**src/rtl/seq_detect_param.sv**
```systemverilog
// Parametrised serial pattern detector with overlapping / non-overlapping modes.
// Build option SEQDET_SAT_EN: counters saturate instead of wrapping.
module seq_detect_param #(
  parameter int unsigned             PAT_W   = 4,
  parameter logic [PAT_W-1:0]        PATTERN = 4'b1001,
  parameter int unsigned             CNT_W   = 8,
  localparam int unsigned            PW      = $clog2(PAT_W + 1)
) (
  input  logic             clk,
  input  logic             rst,
  input  logic             clr,
  input  logic             en,
  input  logic             a,
  input  logic             mode,
  output logic             match,
  output logic [CNT_W-1:0] match_cnt,
  output logic [CNT_W-1:0] bit_cnt,
  output logic [PW-1:0]    prog
);

  localparam logic [PW-1:0] FillFull = PW'(PAT_W);

  logic [PAT_W-1:0] hist;
  logic [PW-1:0]    fill;

  logic [PAT_W-1:0] win;
  logic [PW-1:0]    fill_nx;
  logic             hit;
  logic [PW-1:0]    prog_d;
  logic [CNT_W-1:0] match_cnt_inc;
  logic [CNT_W-1:0] bit_cnt_inc;

  assign win     = {hist[PAT_W-2:0], a};
  assign fill_nx = (fill == FillFull) ? FillFull : fill + PW'(1);
  assign hit     = (fill_nx == FillFull) && (win == PATTERN);

  // Longest suffix of the valid window that is also a prefix of the pattern.
  always_comb begin
    logic ok;
    prog_d = '0;
    ok     = 1'b0;
    for (int unsigned k = 1; k <= PAT_W; k++) begin
      ok = (PW'(k) <= fill_nx);
      for (int unsigned j = 0; j < k; j++) begin
        if (win[j] != PATTERN[PAT_W-k+j]) ok = 1'b0;
      end
      if (ok) prog_d = PW'(k);
    end
  end

`ifdef SEQDET_SAT_EN
  assign match_cnt_inc = (&match_cnt) ? match_cnt : match_cnt + CNT_W'(1);
  assign bit_cnt_inc   = (&bit_cnt) ? bit_cnt : bit_cnt + CNT_W'(1);
`else
  assign match_cnt_inc = match_cnt + CNT_W'(1);
  assign bit_cnt_inc   = bit_cnt + CNT_W'(1);
`endif

  always_ff @(posedge clk or posedge rst) begin
    if (rst) begin
      hist      <= '0;
      fill      <= '0;
      match     <= 1'b0;
      match_cnt <= '0;
      bit_cnt   <= '0;
      prog      <= '0;
    end else if (clr) begin
      hist      <= '0;
      fill      <= '0;
      match     <= 1'b0;
      match_cnt <= '0;
      bit_cnt   <= '0;
      prog      <= '0;
    end else if (en) begin
      hist    <= win;
      fill    <= (hit && mode) ? '0 : fill_nx;
      match   <= hit;
      prog    <= prog_d;
      bit_cnt <= bit_cnt_inc;
      if (hit) match_cnt <= match_cnt_inc;
    end else begin
      match <= 1'b0;
    end
  end

endmodule

```
**config.mk**
```make
export PLATFORM = sky130hd
export DESIGN_NAME = seq_detect_param
export DESIGN_NICKNAME = d
export VERILOG_FILES = /design/src/rtl/seq_detect_param.sv
export SDC_FILE = /design/constraint.sdc
export NUM_CORES = 1
export LEC_CHECK = 0
export CORE_ASPECT_RATIO = 1.25
export CORE_MARGIN = 2
export CORE_UTILIZATION = 45
export DETAILED_ROUTE_END_ITERATION = 8
export PLACE_DENSITY = 0.81
export REMOVE_ABC_BUFFERS = 1
export SYNTH_ARGS = -nofsm -noshare
export SYNTH_HDL_FRONTEND = slang
export SYNTH_SLANG_ARGS = --single-unit
```
**constraint.sdc**
```tcl
create_clock -name clk -period 2.6 [get_ports clk]
set_clock_uncertainty 0.05 [all_clocks]
set_input_delay 0.52 -clock clk [delete_from_list [all_inputs] [get_ports clk]]
set_output_delay 0.52 -clock clk [all_outputs]
set_load 0.1 [all_outputs]
```
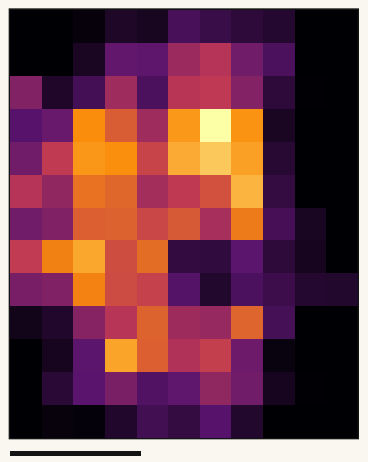
Figure 1: run 1, wire density map.
Scale bar: 20 um. 11 x 13 tiles, from black (low) to pale yellow (high), scaled to the fullest tile. Values are wire area over tile area, all layers added.
fullest tile	0.46
nearly empty tiles	22%
mean over tiles	0.13
densest ninth of the die	middle left
tiles over half the peak	25%

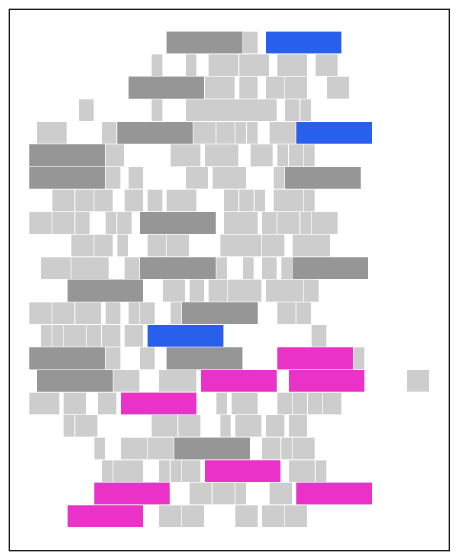
Figure 2: run 1, where the registers sit.
Other sequential cells in the stronger grey, the rest of the logic in the fainter grey.
colour	signal	flops
magenta	bit_cnt	8
blue	prog	3

==> impl_metrics.yaml, run 1 <==
# flow metrics
sta:
  worst_pin_slew_ps: 418
  fin_setup_tns_ps: 0
  hold_violations: 0
  fmax_mhz: 432
  worst_slack_ps: 288
  finalClockPeriodUsage: 0.889
  slew_headroom: 0.721
  setup_viol: 0
  rsz0062_at_grt: "false"
  period_minus_slack_ps: 2310
  slew_violations: 0
synth:
  ys.warnings.count: 0
  yosysTopAreaCell: "dfrtp_1"
  synth_async_sr_flop_share: 1.00
  synth.avg_cell_area_um2: 9.68
  enable_flop_cells: 0
  ys_seq_share: 0.484
  topCellsByArea: "dfrtp_1, nor2_1, a21oi_1, ha_1, mux2i_1"
  synth_stat.cells: 139
  ys_area_mm2: 0.00135
  most_common_cell: "dfrtp_1"
  synth_cells: 139
  synthDistinctLibCells: 34
  mappedNetlistArea_mm2: 0.00135
  ff_type: "dfrtp_1"
drt:
  vias: 1141
  drt_iter0_markers: 35
  via_per_inst: 5.68
  dr.pass1.iters: 4
  drc: 0
  drt-total-wl_um: 2920
  postRouteAntennaNets: 0
floorplanning:
  io_pins: 26
  fp_util: 0.465
  fp-row-count: 22
  coreArea_mm2: 0.00289
  die.size.y_um: 65.1
  chip_area_mm2: 0.00345
power:
  power_density_mw_per_mm2: 502
  combPwrFrac: 0.138
  pwr-share-clk: 0.345
  swShare: 0.259
  internal_power_uw: 606
  power.switching_uw: 212
  p_leak_nw: 0.774
  vdd_drop_max_uv: 275
layout:
  flop_area_um2: 651
  comb_area_um2: 642
  antenna-diode-count: 0
  drive_gt1_frac: 0.182
  syn_to_final_growth_pct: 21.3
global_routing:
  grt_pass1_wl_um: 4950
  grt_pass1_vias: 1122
  grt_overflow: 0
  antenna_found_initial: 0
  grtUsageTotal: 0.191
  grt_max_degree: 29
clock_network:
  numClockSinks: 26
  cts_max_level: 1
  clock_path_buffers: 2
  postCtsHoldBufs: 0
  cts-buffers-inserted: 3
  cts_resized: 0
  post_cts_buffers: 0
  root_buffer: "clkbuf_4"
  clock_latency_ps: 330
min_path:
  holdPathStages: 2
  min_path_type: "reg2reg"
  hold_path_end: "prog[1]"
  min_from: "prog[1]"
flow_run:
  max_cap_viol_count: 0
  tool_warnings: 26
placed_design:
  place_congestion: 0.932
  dpl.hpwl_um: 2030
  pre_cts_slack_ps: 234
setup_path:
  r2r-end: "match_cnt[7]"
  worst-r2r-setup-slack_ps: 290
  crit_arrival_ps: 2530
  reg2reg_depth: 6
  r2r_start: "fill[0]"
  crit_path_start_kind: "flop"
  critical_path_required_ps: 2820
run_status:
  outcome: "finished, final reports clean"
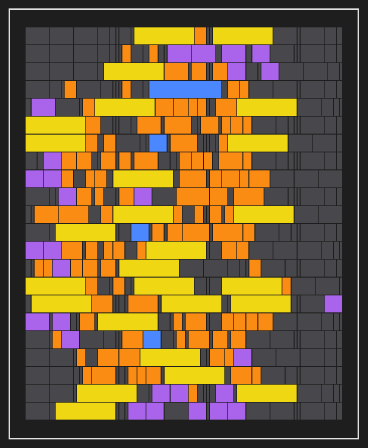
Figure 3: run 1, placed cells, one colour a class.
Fill, decap, tap and diode cells in grey.
colour	class	cells	share of their area
yellow	flip-flops	26	41%
blue	clock drivers and dummy loads	4	3.3%
purple	other buffers and delay cells	28	14%
orange	all other logic	107	42%

run 1: worst max path at each step:
stage	startpoint	endpoint	slack [ps]	cells after the start
floorplan	fill[0]	match_cnt[4]	490	6
global placement	a	match_cnt[7]	290	5
detailed placement	a	match_cnt[4]	230	5
CTS	fill[0]	match_cnt[7]	260	6
global route	fill[0]	match_cnt[7]	130	6
finish	fill[0]	match_cnt[7]	290	6
run 1: power by group through the flow:
stage / clock network [mW] / logic (mW) / registers [mW]
after CTS: 0.288 / 0.114 / 0.423
after global placement: 0 / 0.110 / 0.429
after detailed placement: 0 / 0.113 / 0.430
after global routing: 0.307 / 0.122 / 0.424
after floorplan: 0 / 0.0402 / 0.460
final: 0.283 / 0.113 / 0.423
run 1: layout make-up:
| cell class | count | share of cell area |
|---|---|---|
| Sequential cell | 26 | 0.399 |
| Multi-Input combinational cell | 102 | 0.393 |
| Timing Repair Buffer | 28 | 0.137 |
| Tap cell | 36 | 0.0276 |
| Clock inverter | 1 | 0.0184 |
| Clock buffer | 3 | 0.0138 |
| Inverter | 5 | 0.0115 |
run 1: state kept, by name, indices dropped and copies added (netlist names):
signal     count
prog           3
match          1
bit_cnt        8
match_cnt      8
fill           3
hist           3
run 1: cells by family after synthesis:
kind of cell / after synthesis / synth area share
adder cells (fa/ha/maj): 4 / 0.0372
AND-OR/OR-AND: 28 / 0.121
buffers and inverters: 11 / 0.0391
AND/OR/NAND/NOR: 57 / 0.226
flip-flops: 26 / 0.484
XOR/XNOR: 6 / 0.0391
multiplexers: 7 / 0.0540
run 1: worst max-delay path, cell delays in order, from the launching register on:
cell and delay [ps]:
dfrtp_1 450, inv_1 90, ha_1 350, nand2b_4 160, a2111o_1 580, or3_1 410, a21oi_1 150
run 1: stage by stage:
stage / hold slack [ps] / area [um^2] / instances / util
after floorplan: 451 / 1310 / 133 / -
after global placement: 422 / 1580 / 197 / 0.546
after detailed placement: 431 / 1580 / 197 / 0.546
after CTS: 463 / 1630 / 201 / 0.565
after global routing: 497 / 1630 / 201 / 0.565
final: 461 / 1630 / 201 / 0.565
run 1: metal layers:
metal | wire length, um | vias up | share of wire | GRT usage
met5 | 0 | - | 0 | 0
met4 | 59 | 0 | 0.020 | 0.0962
met3 | 109 | 8 | 0.037 | 0.0273
met2 | 1560 | 28 | 0.53 | 0.317
met1 | 1190 | 561 | 0.41 | 0.238
li1 | - | 544 | - | -
run 1: cell usage in the layout (no fill, tap or decap), drive strengths merged, types with 3 or more instances in the layout:
cell	count
dfrtp	26
nor2	18
inv	5
o21ai	10
buf	23
ha	4
nand3	5
or3	8
clkdlybuf4s50	5
clkbuf	3
mux2i	5
a21oi	12
xor2	5
nand4	4
nand2b	3
nand2	9
Figure 4. Cell placement (run 1).
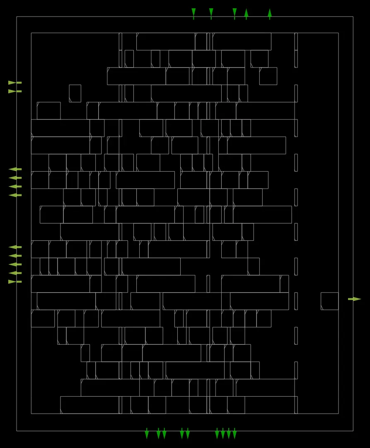

==> run 1 -> run 2 <==
CORE_MARGIN = unset   (was 2)
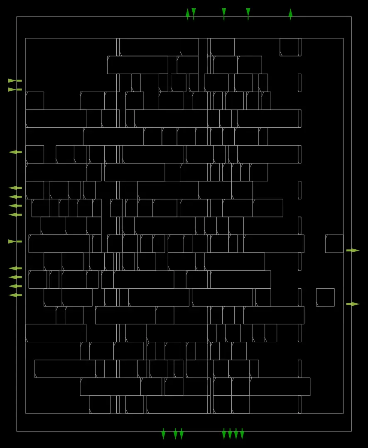
Figure 5: run 2, cell placement.
std cell rows: 21
fill cell count: 249
core area: 0.00276 mm^2
final core occ: 0.590
sequential portion of the cell area: 0.399

==> run 2 against run 1 <==
Effect of this change:
- wire length is 8.6% lower
- final cell count is 1.0% lower
- area after synthesis did not move
- setup slack got worse by 9.9 ps
- clock power fell by 3%
- critical path depth did not move
- worst hold slack better by 8.4 ps
- sequential power hardly changed
- first-iteration DRC count shrank 26%
- combinational power hardly changed
- critical endpoint unchanged
==> impl_metrics.yaml, run 2 <==
# flow metrics
drt:
  vias: 1088
  dr.pass1.iters: 4
  via_per_inst: 5.47
  postRouteAntennaNets: 0
  drc: 0
setup_path:
  r2r_start: "fill[0]"
  critical_path_required_ps: 2800
  path_depth: 6
  crit_arrival_ps: 2530
  slowest_delay_ps: 590
  cpMaxStageDelayCell: "a2111o_1"
  crit_start: "fill[0]"
  crit_family: "AND-OR/OR-AND gates"
  path_buffers: 1
  endpoint: "match_cnt[7]"
sta:
  setup_viol: 0
  slew_violations: 0
  hold_violations: 0
  rsz0062_at_grt: "false"
  slew_headroom: 0.716
  worst_pin_slew_ps: 425
  finalClockPeriodUsage: 0.893
synth:
  most_common_cell: "dfrtp_1"
  synth_cells: 139
  enable_flop_cells: 0
  ys.warnings.count: 0
  mappedNetlistArea_mm2: 0.00135
  ys_area_mm2: 0.00135
  ff_type: "dfrtp_1"
  ys_seq_share: 0.484
  synth_stat.cells: 139
  synth_async_sr_flop_share: 1.00
  topCellsByArea: "dfrtp_1, nor2_1, a21oi_1, ha_1, mux2i_1"
flow_run:
  max_cap_viol_count: 0
  tool_warnings: 26
placed_design:
  place_congestion: 0.906
  place_area_mm2: 0.00158
floorplanning:
  chip_area_mm2: 0.00321
  die.size.y_um: 63.1
global_routing:
  grt_overflow: 0
  grtUsageTotal: 0.192
  grt_max_degree: 29
layout:
  reg_top3: "bit_cnt (8), match_cnt (8)"
  lay_top_count: "dfrtp_1"
  antenna-diode-count: 0
  fin_area_mm2: 0.00163
clock_network:
  cts_resized: 0
  post_cts_buffers: 0
  numClockSinks: 26
  cts_max_level: 1
  postCtsHoldBufs: 0
run_status:
  outcome: "finished, final reports clean"
power:
  p_leak_nw: 0.774
  vdd_drop_max_uv: 332
min_path:
  min_path_type: "reg2reg"
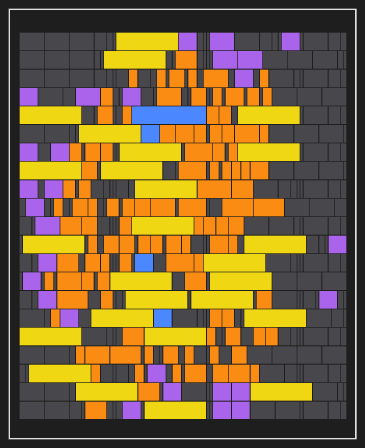
Figure 6: run 2, placed cells, one colour a class.
Fill, decap, tap and diode cells in grey.
colour	class	cells	share of their area
blue	clock drivers and dummy loads	4	3.3%
yellow	flip-flops	26	41%
purple	other buffers and delay cells	28	14%
orange	all other logic	107	42%

[run 2: layer usage]
| metal | routed length, um | track usage | part of all wire |
|---|---|---|---|
| met5 | 0 | 0 | 0 |
| met4 | 42 | 0.101 | 0.016 |
| met3 | 93 | 0.0266 | 0.035 |
| met2 | 1330 | 0.299 | 0.50 |
| met1 | 1200 | 0.254 | 0.45 |
[run 2: cell type report]
class	instances	area, um^2
clock buffer	3	22.5
clock inverter	1	30.0
fill	249	1130
inverter	5	18.8
multi-input combinational	102	642
sequential	26	651
tap	34	42.5
timing repair buffer	28	223
[run 2: through the flow]
| step | instances | setup WS (ps) |
|---|---|---|
| after floorplan | 133 | 493 |
| after global placement | 195 | 291 |
| after detailed placement | 195 | 215 |
| after CTS | 199 | 258 |
| after global routing | 199 | 96.5 |
| final | 199 | 278 |
[run 2: tightest hold or removal path, delay by kind of cell (launching register included)]
kind	cells	cell delay (ps)
compound gates	1	70
flops	1	380
simple gates	1	50
[run 2: worst min path at each step]
stage	slack, ps	from	depth (start not counted)	endpoint
6_report	470	prog[1]	2	prog[1]
5_1_grt	520	prog[1]	2	prog[1]
4_1_cts	480	prog[1]	2	prog[1]
3_5_place_dp	450	prog[1]	2	prog[1]
3_3_place_gp	420	prog[1]	2	prog[1]
2_1_floorplan	450	hist[2]	2	hist[2]
[run 2: cell families (layout without fill, tap and decap cells)]
logic type,count (synthesis),after routing,share of synthesized area
and+or+nand+nor,57,57,0.226
AOI/OAI and AO/OA,28,28,0.121
DFF,26,26,0.484
buffers and inverters,11,37,0.0391
muxes,7,7,0.0540
xor gates and xnor gates,6,6,0.0391
adders and majority gates,4,4,0.0372
[run 2: power breakdown]
part	switching, mW	internal [mW]
sequential	0.00964	0.413
clock	0.119	0.156
combinational	0.0744	0.0373
Figure 7. Routed metal, one colour a layer (run 2).
Scale bar: 20 um. Two of the layers only.
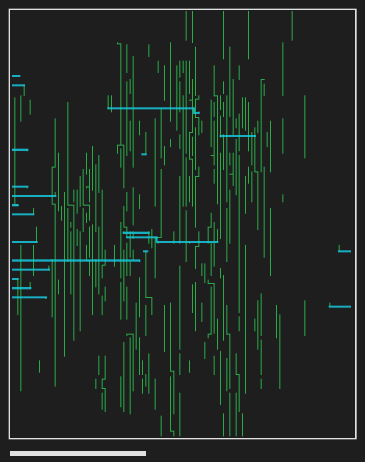

==> run 2 -> run 3 <==
CAP_MARGIN = 10   (was unset)
CORE_UTILIZATION = 36   (was 45)
PLACE_DENSITY = 0.69   (was 0.81)
SETUP_SLACK_MARGIN = 0.5   (was unset)
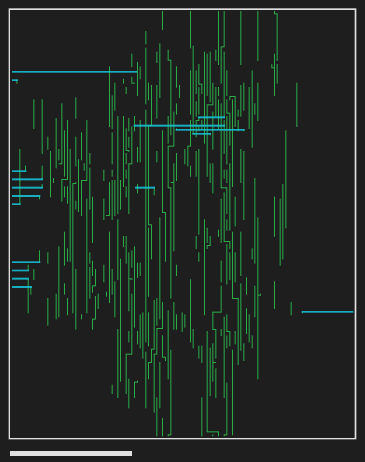
Figure 8: run 3, routed metal, one colour a layer.
Scale bar: 20 um. Two of the layers only.
colour	layer	wire length
green	met2	1610 um
cyan	met3	94.5 um

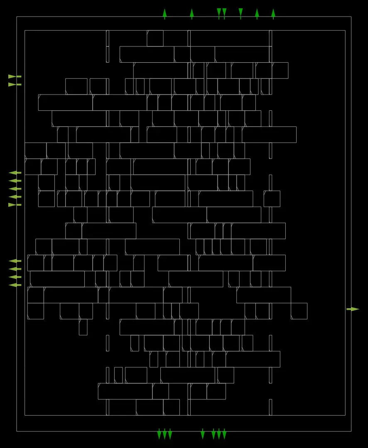
Figure 9: run 3, cell placement.
post-route insts no fill: 208
std cell rows: 24

==> run 3 against run 2 <==
Effect of this change:
- register-to-register slack improved by 300 ps
- clock power decreased by 19%
- sequential power hardly changed
- setup slack better by 300 ps
- flip-flop count stayed put
- final cell count rose by 4.5%
- combinational power rose by 9%
- area after synthesis unchanged
- synthesized cell count did not move
- non-clock buffer count up 4
- wire length is 12% higher
- critical path depth unchanged
- critical endpoint is now match_cnt[5]
- largest cell class is now multi-input combinational cells
==> impl_metrics.yaml, run 3 <==
# flow metrics
drt:
  dr.pass1.iters: 4
  postRouteAntennaNets: 0
  vias: 1139
placed_design:
  place_congestion: 0.888
setup_path:
  critical_path_required_ps: 2750
  path_buffers: 1
  crit_family: "simple AND/OR/NAND/NOR gates"
  slowest_delay_ps: 420
  crit_arrival_ps: 2170
layout:
  antenna-diode-count: 0
  fin_area_mm2: 0.00170
  lay_top_count: "buf_4"
  reg_top3: "bit_cnt (8), match_cnt (8)"
flow_run:
  max_cap_viol_count: 0
synth:
  synth_async_sr_flop_share: 1.00
  enable_flop_cells: 0
  most_common_cell: "dfrtp_1"
  mappedNetlistArea_mm2: 0.00135
  ff_type: "dfrtp_1"
  ys.warnings.count: 0
  ys_seq_share: 0.484
  topCellsByArea: "dfrtp_1, nor2_1, a21oi_1, ha_1, mux2i_1"
global_routing:
  met3_usage: 0.0185
  grtUsageTotal: 0.160
  top_usage_layer: "met2"
  grt_overflow: 0
  use_met1: 0.200
sta:
  rsz0062_at_grt: "false"
  hold_violations: 0
  worst_pin_slew_ps: 418
  setup_viol: 0
floorplanning:
  chip_area_mm2: 0.00399
  coreArea_mm2: 0.00354
power:
  p_leak_nw: 0.791
  vdd_drop_max_uv: 219
run_status:
  outcome: "finished, final reports clean"
clock_network:
  numClockSinks: 26
min_path:
  min_path_type: "reg2reg"
==> run 3: metal layers <==
metal | up-vias | share of wire
li1 | 554 | -
met1 | 561 | 0.42
met2 | 22 | 0.54
met3 | 2 | 0.031
met4 | 0 | 0.0064
met5 | - | 0
==> run 3: cells by family (layout without fill, tap and decap cells) <==
kind of cell / Yosys count / after routing / synth area share
AOI/OAI and AO/OA: 28 / 29 / 0.121
xor gates and xnor gates: 6 / 6 / 0.0391
adders and majority gates: 4 / 4 / 0.0372
buffers and inverters: 11 / 40 / 0.0391
DFF: 26 / 26 / 0.484
muxes: 7 / 7 / 0.0540
and+or+nand+nor: 57 / 57 / 0.226
==> run 3: worst reg2reg max path, delay by kind of cell (launching register included) <==
| family | cells | cell delay (ps) |
|---|---|---|
| simple gates | 2 | 610 |
| buf+inv | 1 | 150 |
| compound gates | 2 | 560 |
| fa+ha+maj | 1 | 190 |
| flops | 1 | 390 |
==> run 3: metrics by stage <==
step                       util  cells  worst slack, ps  power [mW]
after floorplan               -    133              493       0.501
after global placement    0.447    200              284       0.540
after detailed placement  0.447    200              236       0.543
after CTS                 0.468    207              502       0.768
after global routing      0.481    208              518       0.795
final                     0.481    208              578       0.765
==> run 3: path summary, 6_finish.rpt <==
check / slack (ps) / cells after the start / startpoint / to
worst max-delay path: 580 / 6 / fill[0] / match_cnt[5]
min in group asynchronous: 570 / 3 / rst / match_cnt[6]
worst min register to register: 450 / 2 / prog[1] / prog[1]
worst max register to register: 580 / 6 / fill[0] / match_cnt[5]
worst min-delay path: 450 / 2 / prog[1] / prog[1]
max in group asynchronous: 1680 / 3 / rst / prog[1]
==> run 3: layout make-up <==
type | count | area, um^2
Fill cell | 337 | 1840
Multi-Input combinational cell | 103 | 692
Sequential cell | 26 | 651
Timing Repair Buffer | 32 | 251
Tap cell | 39 | 48.8
Clock buffer | 3 | 41.3
Inverter | 5 | 18.8
==> run 3: report_power, final <==
| part | switching (mW) | total, mW | internal (mW) |
|---|---|---|---|
| logic | 0.0793 | 0.122 | 0.0422 |
| registers | 0.00775 | 0.420 | 0.412 |
| clock network | 0.120 | 0.224 | 0.104 |
| total | 0.207 | 0.765 | 0.558 |
==> run 3: timing repair <==
| action | 4_1_cts | 5_1_grt |
|---|---|---|
| setup buffers | 3 | 1 |
| cloned | 1 | 0 |
| setup endpoints to repair | 6 | 6 |
| pin swaps | 1 | 2 |
| resized | 2 | 9 |
Power figures rest on the tool's default switching activity, not on a simulated workload.
